$ cat src/rtl/vga_debug_display_if.sv
// Debug-probe bundle between the pipeline core and the VGA debug display.
// The core side drives the DBG_* probes; the display side drives the 7-bit VGA connector.
interface vga_debug_display_if;
   logic [7:0]  DBG_PC;
   logic [15:0] DBG_INSN;
   logic [15:0] DBG_WD;
   logic        DBG_WE;
   logic [6:0]  VGA;

   modport master (
      output DBG_PC,
      output DBG_INSN,
      output DBG_WD,
      output DBG_WE,
      input  VGA
   );

   modport slave (
      input  DBG_PC,
      input  DBG_INSN,
      input  DBG_WD,
      input  DBG_WE,
      output VGA
   );
endinterface

$ cat src/rtl/vga_debug_display.sv
// 640x480@60 raster that paints PC / IF-ID instruction / writeback data as 16-cell bit bars.
// Probes are snapshotted once per frame at the start of vertical blank, so the picture never tears.
module vga_debug_display (
   input  logic               CLK,
   input  logic               RST_N,
   vga_debug_display_if.slave dbg
);

   logic [1:0]  div_q,       div_d;
   logic [9:0]  h_q,         h_d;
   logic [9:0]  v_q,         v_d;
   logic [3:0]  c_q,         c_d;
   logic [5:0]  o_q,         o_d;
   logic [15:0] wd_live_q,   wd_live_d;
   logic [15:0] snap_insn_q, snap_insn_d;
   logic [15:0] snap_wd_q,   snap_wd_d;
   logic [7:0]  snap_pc_q,   snap_pc_d;
   logic [6:0]  vga_q,       vga_d;

   logic        pix_tick;
   logic        visible;
   logic        hs;
   logic        vs;
   logic [3:0]  bit_idx;
   logic [15:0] pc_word;
   logic [4:0]  colour;

   assign pix_tick = (div_q == 2'd3);
   assign visible  = (h_q < 10'd640) && (v_q < 10'd480);
   assign hs       = !((h_q >= 10'd656) && (h_q <= 10'd751));
   assign vs       = !((v_q >= 10'd490) && (v_q <= 10'd491));
   assign bit_idx  = 4'd15 - c_q;
   assign pc_word  = {8'h00, snap_pc_q};

   // Cell 0 carries the MSB; offset 39 of every cell is the black gap column.
   always_comb begin
      colour = '0;
      if (visible && (o_q != 6'd39)) begin
         if (v_q < 10'd160) begin
            colour[2:1] = {2{snap_insn_q[bit_idx]}};
         end else if (v_q < 10'd320) begin
            colour[4:3] = {2{snap_wd_q[bit_idx]}};
         end else begin
            colour[0] = pc_word[bit_idx];
         end
      end
   end

   always_comb begin
      div_d       = div_q + 2'd1;
      h_d         = h_q;
      v_d         = v_q;
      c_d         = c_q;
      o_d         = o_q;
      vga_d       = vga_q;
      snap_insn_d = snap_insn_q;
      snap_wd_d   = snap_wd_q;
      snap_pc_d   = snap_pc_q;
      wd_live_d   = dbg.DBG_WE ? dbg.DBG_WD : wd_live_q;

      if (pix_tick) begin
         vga_d = {hs, vs, colour};

         if (h_q == 10'd799) begin
            h_d = '0;
            c_d = '0;
            o_d = '0;
            v_d = (v_q == 10'd524) ? '0 : v_q + 10'd1;
         end else begin
            h_d = h_q + 10'd1;
            if (h_q < 10'd640) begin
               if (o_q == 6'd39) begin
                  o_d = '0;
                  c_d = c_q + 4'd1;
               end else begin
                  o_d = o_q + 6'd1;
               end
            end
         end

         // wd_live_q (not wd_live_d) so a same-cycle write lands one frame later.
         if ((h_q == 10'd0) && (v_q == 10'd480)) begin
            snap_insn_d = dbg.DBG_INSN;
            snap_wd_d   = wd_live_q;
            snap_pc_d   = dbg.DBG_PC;
         end
      end
   end

   always_ff @(posedge CLK or negedge RST_N) begin
      if (!RST_N) begin
         div_q       <= '0;
         h_q         <= '0;
         v_q         <= '0;
         c_q         <= '0;
         o_q         <= '0;
         wd_live_q   <= '0;
         snap_insn_q <= '0;
         snap_wd_q   <= '0;
         snap_pc_q   <= '0;
         vga_q       <= 7'h60;
      end else begin
         div_q       <= div_d;
         h_q         <= h_d;
         v_q         <= v_d;
         c_q         <= c_d;
         o_q         <= o_d;
         wd_live_q   <= wd_live_d;
         snap_insn_q <= snap_insn_d;
         snap_wd_q   <= snap_wd_d;
         snap_pc_q   <= snap_pc_d;
         vga_q       <= vga_d;
      end
   end

   assign dbg.VGA = vga_q;

endmodule

$ cat src/flat_wrapper.sv
// flat-port wrapper written by rule: the top's interface ports become plain ports
module vga_debug_display_flat 
  (CLK, RST_N, dbg_DBG_PC, dbg_DBG_INSN, dbg_DBG_WD, dbg_DBG_WE, dbg_VGA);
  vga_debug_display_if dbg_i ();
  input  logic CLK;
  input  logic RST_N;
  input wire logic [$bits(dbg_i.DBG_PC)-1:0] dbg_DBG_PC;
  input wire logic [$bits(dbg_i.DBG_INSN)-1:0] dbg_DBG_INSN;
  input wire logic [$bits(dbg_i.DBG_WD)-1:0] dbg_DBG_WD;
  input wire logic [$bits(dbg_i.DBG_WE)-1:0] dbg_DBG_WE;
  output wire logic [$bits(dbg_i.VGA)-1:0] dbg_VGA;
  assign dbg_i.DBG_PC = dbg_DBG_PC;
  assign dbg_i.DBG_INSN = dbg_DBG_INSN;
  assign dbg_i.DBG_WD = dbg_DBG_WD;
  assign dbg_i.DBG_WE = dbg_DBG_WE;
  assign dbg_VGA = dbg_i.VGA;
  vga_debug_display u_core (.CLK(CLK), .RST_N(RST_N), .dbg(dbg_i));
endmodule
$ cat config.mk
export PLATFORM = sky130hd
export DESIGN_NAME = vga_debug_display_flat
export DESIGN_NICKNAME = d
export VERILOG_FILES = /design/src/rtl/vga_debug_display_if.sv /design/src/rtl/vga_debug_display.sv /design/src/flat_wrapper.sv
export SDC_FILE = /design/constraint.sdc
export NUM_CORES = 1
export LEC_CHECK = 0
export CAP_MARGIN = 20
export CORE_MARGIN = 2
export CORE_UTILIZATION = 35
export DETAILED_ROUTE_END_ITERATION = 10
export PLACE_DENSITY = 0.53
export SYNTH_ARGS = -nofsm -noshare
export SYNTH_HDL_FRONTEND = slang
export SYNTH_SLANG_ARGS = --single-unit
$ cat constraint.sdc
create_clock -name CLK -period 3.7 [get_ports CLK]
set_clock_uncertainty 0.2 [all_clocks]
set_input_delay 0.74 -clock CLK [delete_from_list [all_inputs] [get_ports CLK]]
set_output_delay 0.74 -clock CLK [all_outputs]
set_load 0.05 [all_outputs]
==> run_results.csv <==
group,metric,value,unit
worst_setup_path,setup.worst_path.class,"reg -> out",
placement,dpl_cell_area,0.00506,mm^2
power_and_ir_drop,power_density,380,mW/mm^2
cells_and_area,flops,93,
cells_and_area,sh_seq_area,0.434,
sta,fin_crit,2.62,ns
global_route,grt.busiest_layer,"met2",
global_route,use_met1,0.208,
cts,clk_latency,0.35,ns
cells_and_area,seq_area,0.00233,mm^2
cts,cts_root_buf,"clkbuf_16",
sta,setup_viol_count_final,0,
worst_setup_path,cp_max_fo,2,
power_and_ir_drop,power.leakage,2.34,nW
route,ant_nets,0,
sta,whs,0.220,ns
yosys,edf_count,0,
cts,cts-resized-gates,0,
yosys,ys_sh_simple,0.117,
sta,finalHoldViolCount,0,
sta,slew_headroom,0.482,
worst_setup_path,cp_cell_sequence,"clkdlybuf4s50_1",
worst_setup_path,r2r-start,"u_core.div_q[0]",
worst_hold_path,min_from,"u_core.div_q[0]",
yosys,logic_family,"multiplexers",
placement,dp_slack,1.20,ns
cells_and_area,comb-cell-share,0.364,
cells_and_area,inverters_excl_clock,12,
yosys,ys.warnings.count,0,
worst_setup_path,cp.required,2.76,ns
sta,fin_crit_sh,0.709,
cts,cts_setup_buffers,0,
cells_and_area,largestRegisters,"u_core.snap_insn_q x16, u_core.snap_wd_q x16, u_core.wd_live_q x16",
power_and_ir_drop,p_clk_frac,0.446,
route,wl_per_cell,15.3,um
global_route,grt_usage,0.147,
cells_and_area,clkCellAreaFrac,0.0555,
route,top_layer,"met4",
cts,cts_tree,"done",
global_route,grt_max_degree,59,
yosys,fp_nets,407,
worst_setup_path,slowest_delay,0.80,ns
route,drt-pass1-iter-count,4,
sta,slew_viol_final,0,
cells_and_area,comb_area,0.00195,mm^2
cells_and_area,drive_gt1_frac,0.149,
yosys,ys_sh_mux,0.213,
run_status,status,"complete, no violations",
cts,cts_htree_levels,3,
yosys,syn_inst,357,
placement,dp_cells,559,
yosys,top_cells_by_area,"dfrtp_1 51%, mux2_1 10%, mux4_2 5.1%",
placement,port_buffers,49,
global_route,antenna_found_initial,0,
sta,tns,0,ns
sta,rsz0062_at_grt,"no",
yosys,ys_area,0.00446,mm^2
yosys,top_cell_area_share,0.511,
worst_setup_path,worstPathArrival,1.68,ns
placement,dp_hpwl,6210,um
global_route,grt_overflow,0,
worst_setup_path,critPathLaunch,"u_core.dbg.VGA[6]",
cts,cts_buffers,9,
placement,globalplace.congestion,0.797,
power_and_ir_drop,p_int,1.57,mW
yosys,async_reset_ff_frac,1.00,
floorplanning,num_io_pins,50,
Fig. 1: cell sizes after repair
(2 px per um)
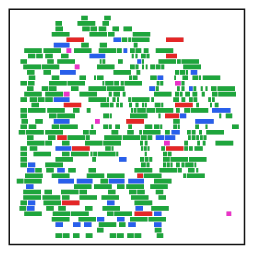
green -> _0 and _1 cells  # cells 343, share 85%
red -> _6 and larger  # cells 13, share 3.2%
magenta -> _3 and _4 cells  # cells 7, share 1.7%
blue -> _2 cells  # cells 40, share 9.9%
count of non-CTS buffers in the layout: 52
post-layout instance area: 0.00536 mm^2
setup ws final: 1.08 ns
Area Growth Syn to Fin: 20.3%

Fig. 2: placed standard cells
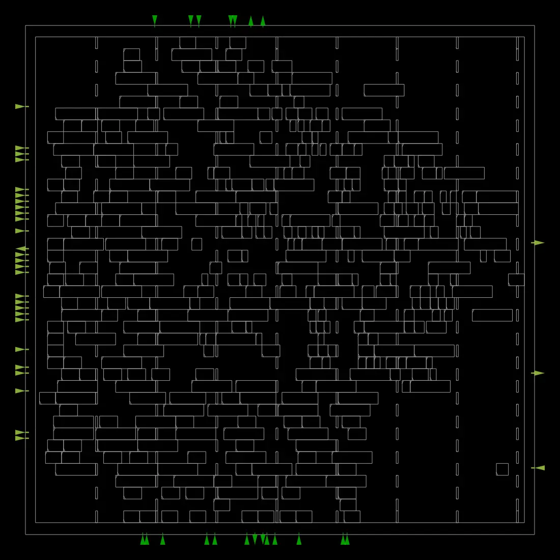
post-layout utilization of the core: 0.428
Finished Layout Cells: 575
Tapcells: 172
Rows: 41
Fill cells: 1212

Fig. 3: close-up of the layout
Region (33, 57) to (83, 107) um. Cells in gray, sequential cells in the stronger gray; small squares are vias.
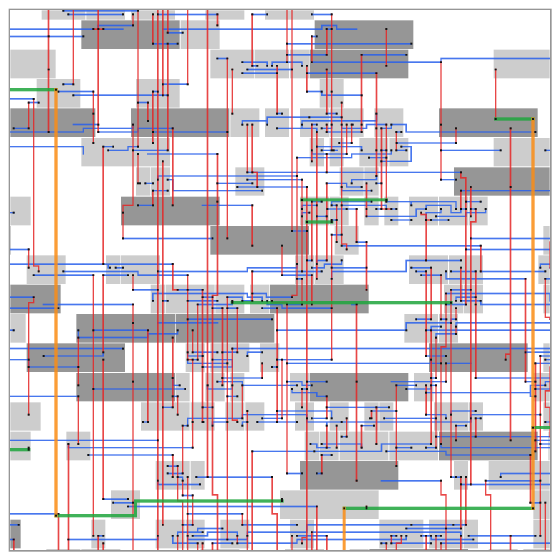
green -> metal 3
red -> metal 2
blue -> metal 1
orange -> metal 4
netlist names of flops here include = u_core.o_q (6), u_core.h_q (4), u_core.c_q (3)
cells with their middle in the window = 107
most frequent = dfrtp_1 (19), inv_1 (9), nand3_1 (9)
sequential cells in the window = 19

Fig. 4: PDN straps and rails
(4 px per um) Pins as bars on the die edge.
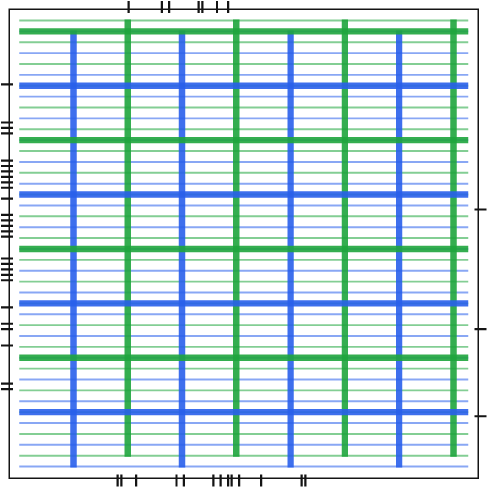
blue -> VSS
green -> VDD
met5 straps = 8
rows = 41
signal pins = 50
Die W: 117 um
core area: 0.0125 mm^2
Worst VDD drop: 0.000193 V

Fig. 5: wiring heat map
(3 px per um) The die is cut into 23 by 23 equal tiles; dark purple is low, yellow is high, scaled to the fullest tile. Values are wire area over tile area, all layers added.
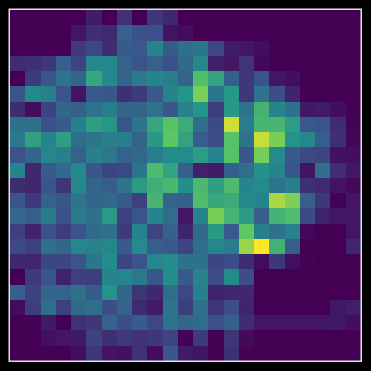
nearly empty tiles = 23%
fullest tile = 0.42
mean over tiles = 0.10
emptiest ninth of the die = lower right
tiles over half the peak = 11%
DRT Wirelength: 8770 um
DR vias: 2842

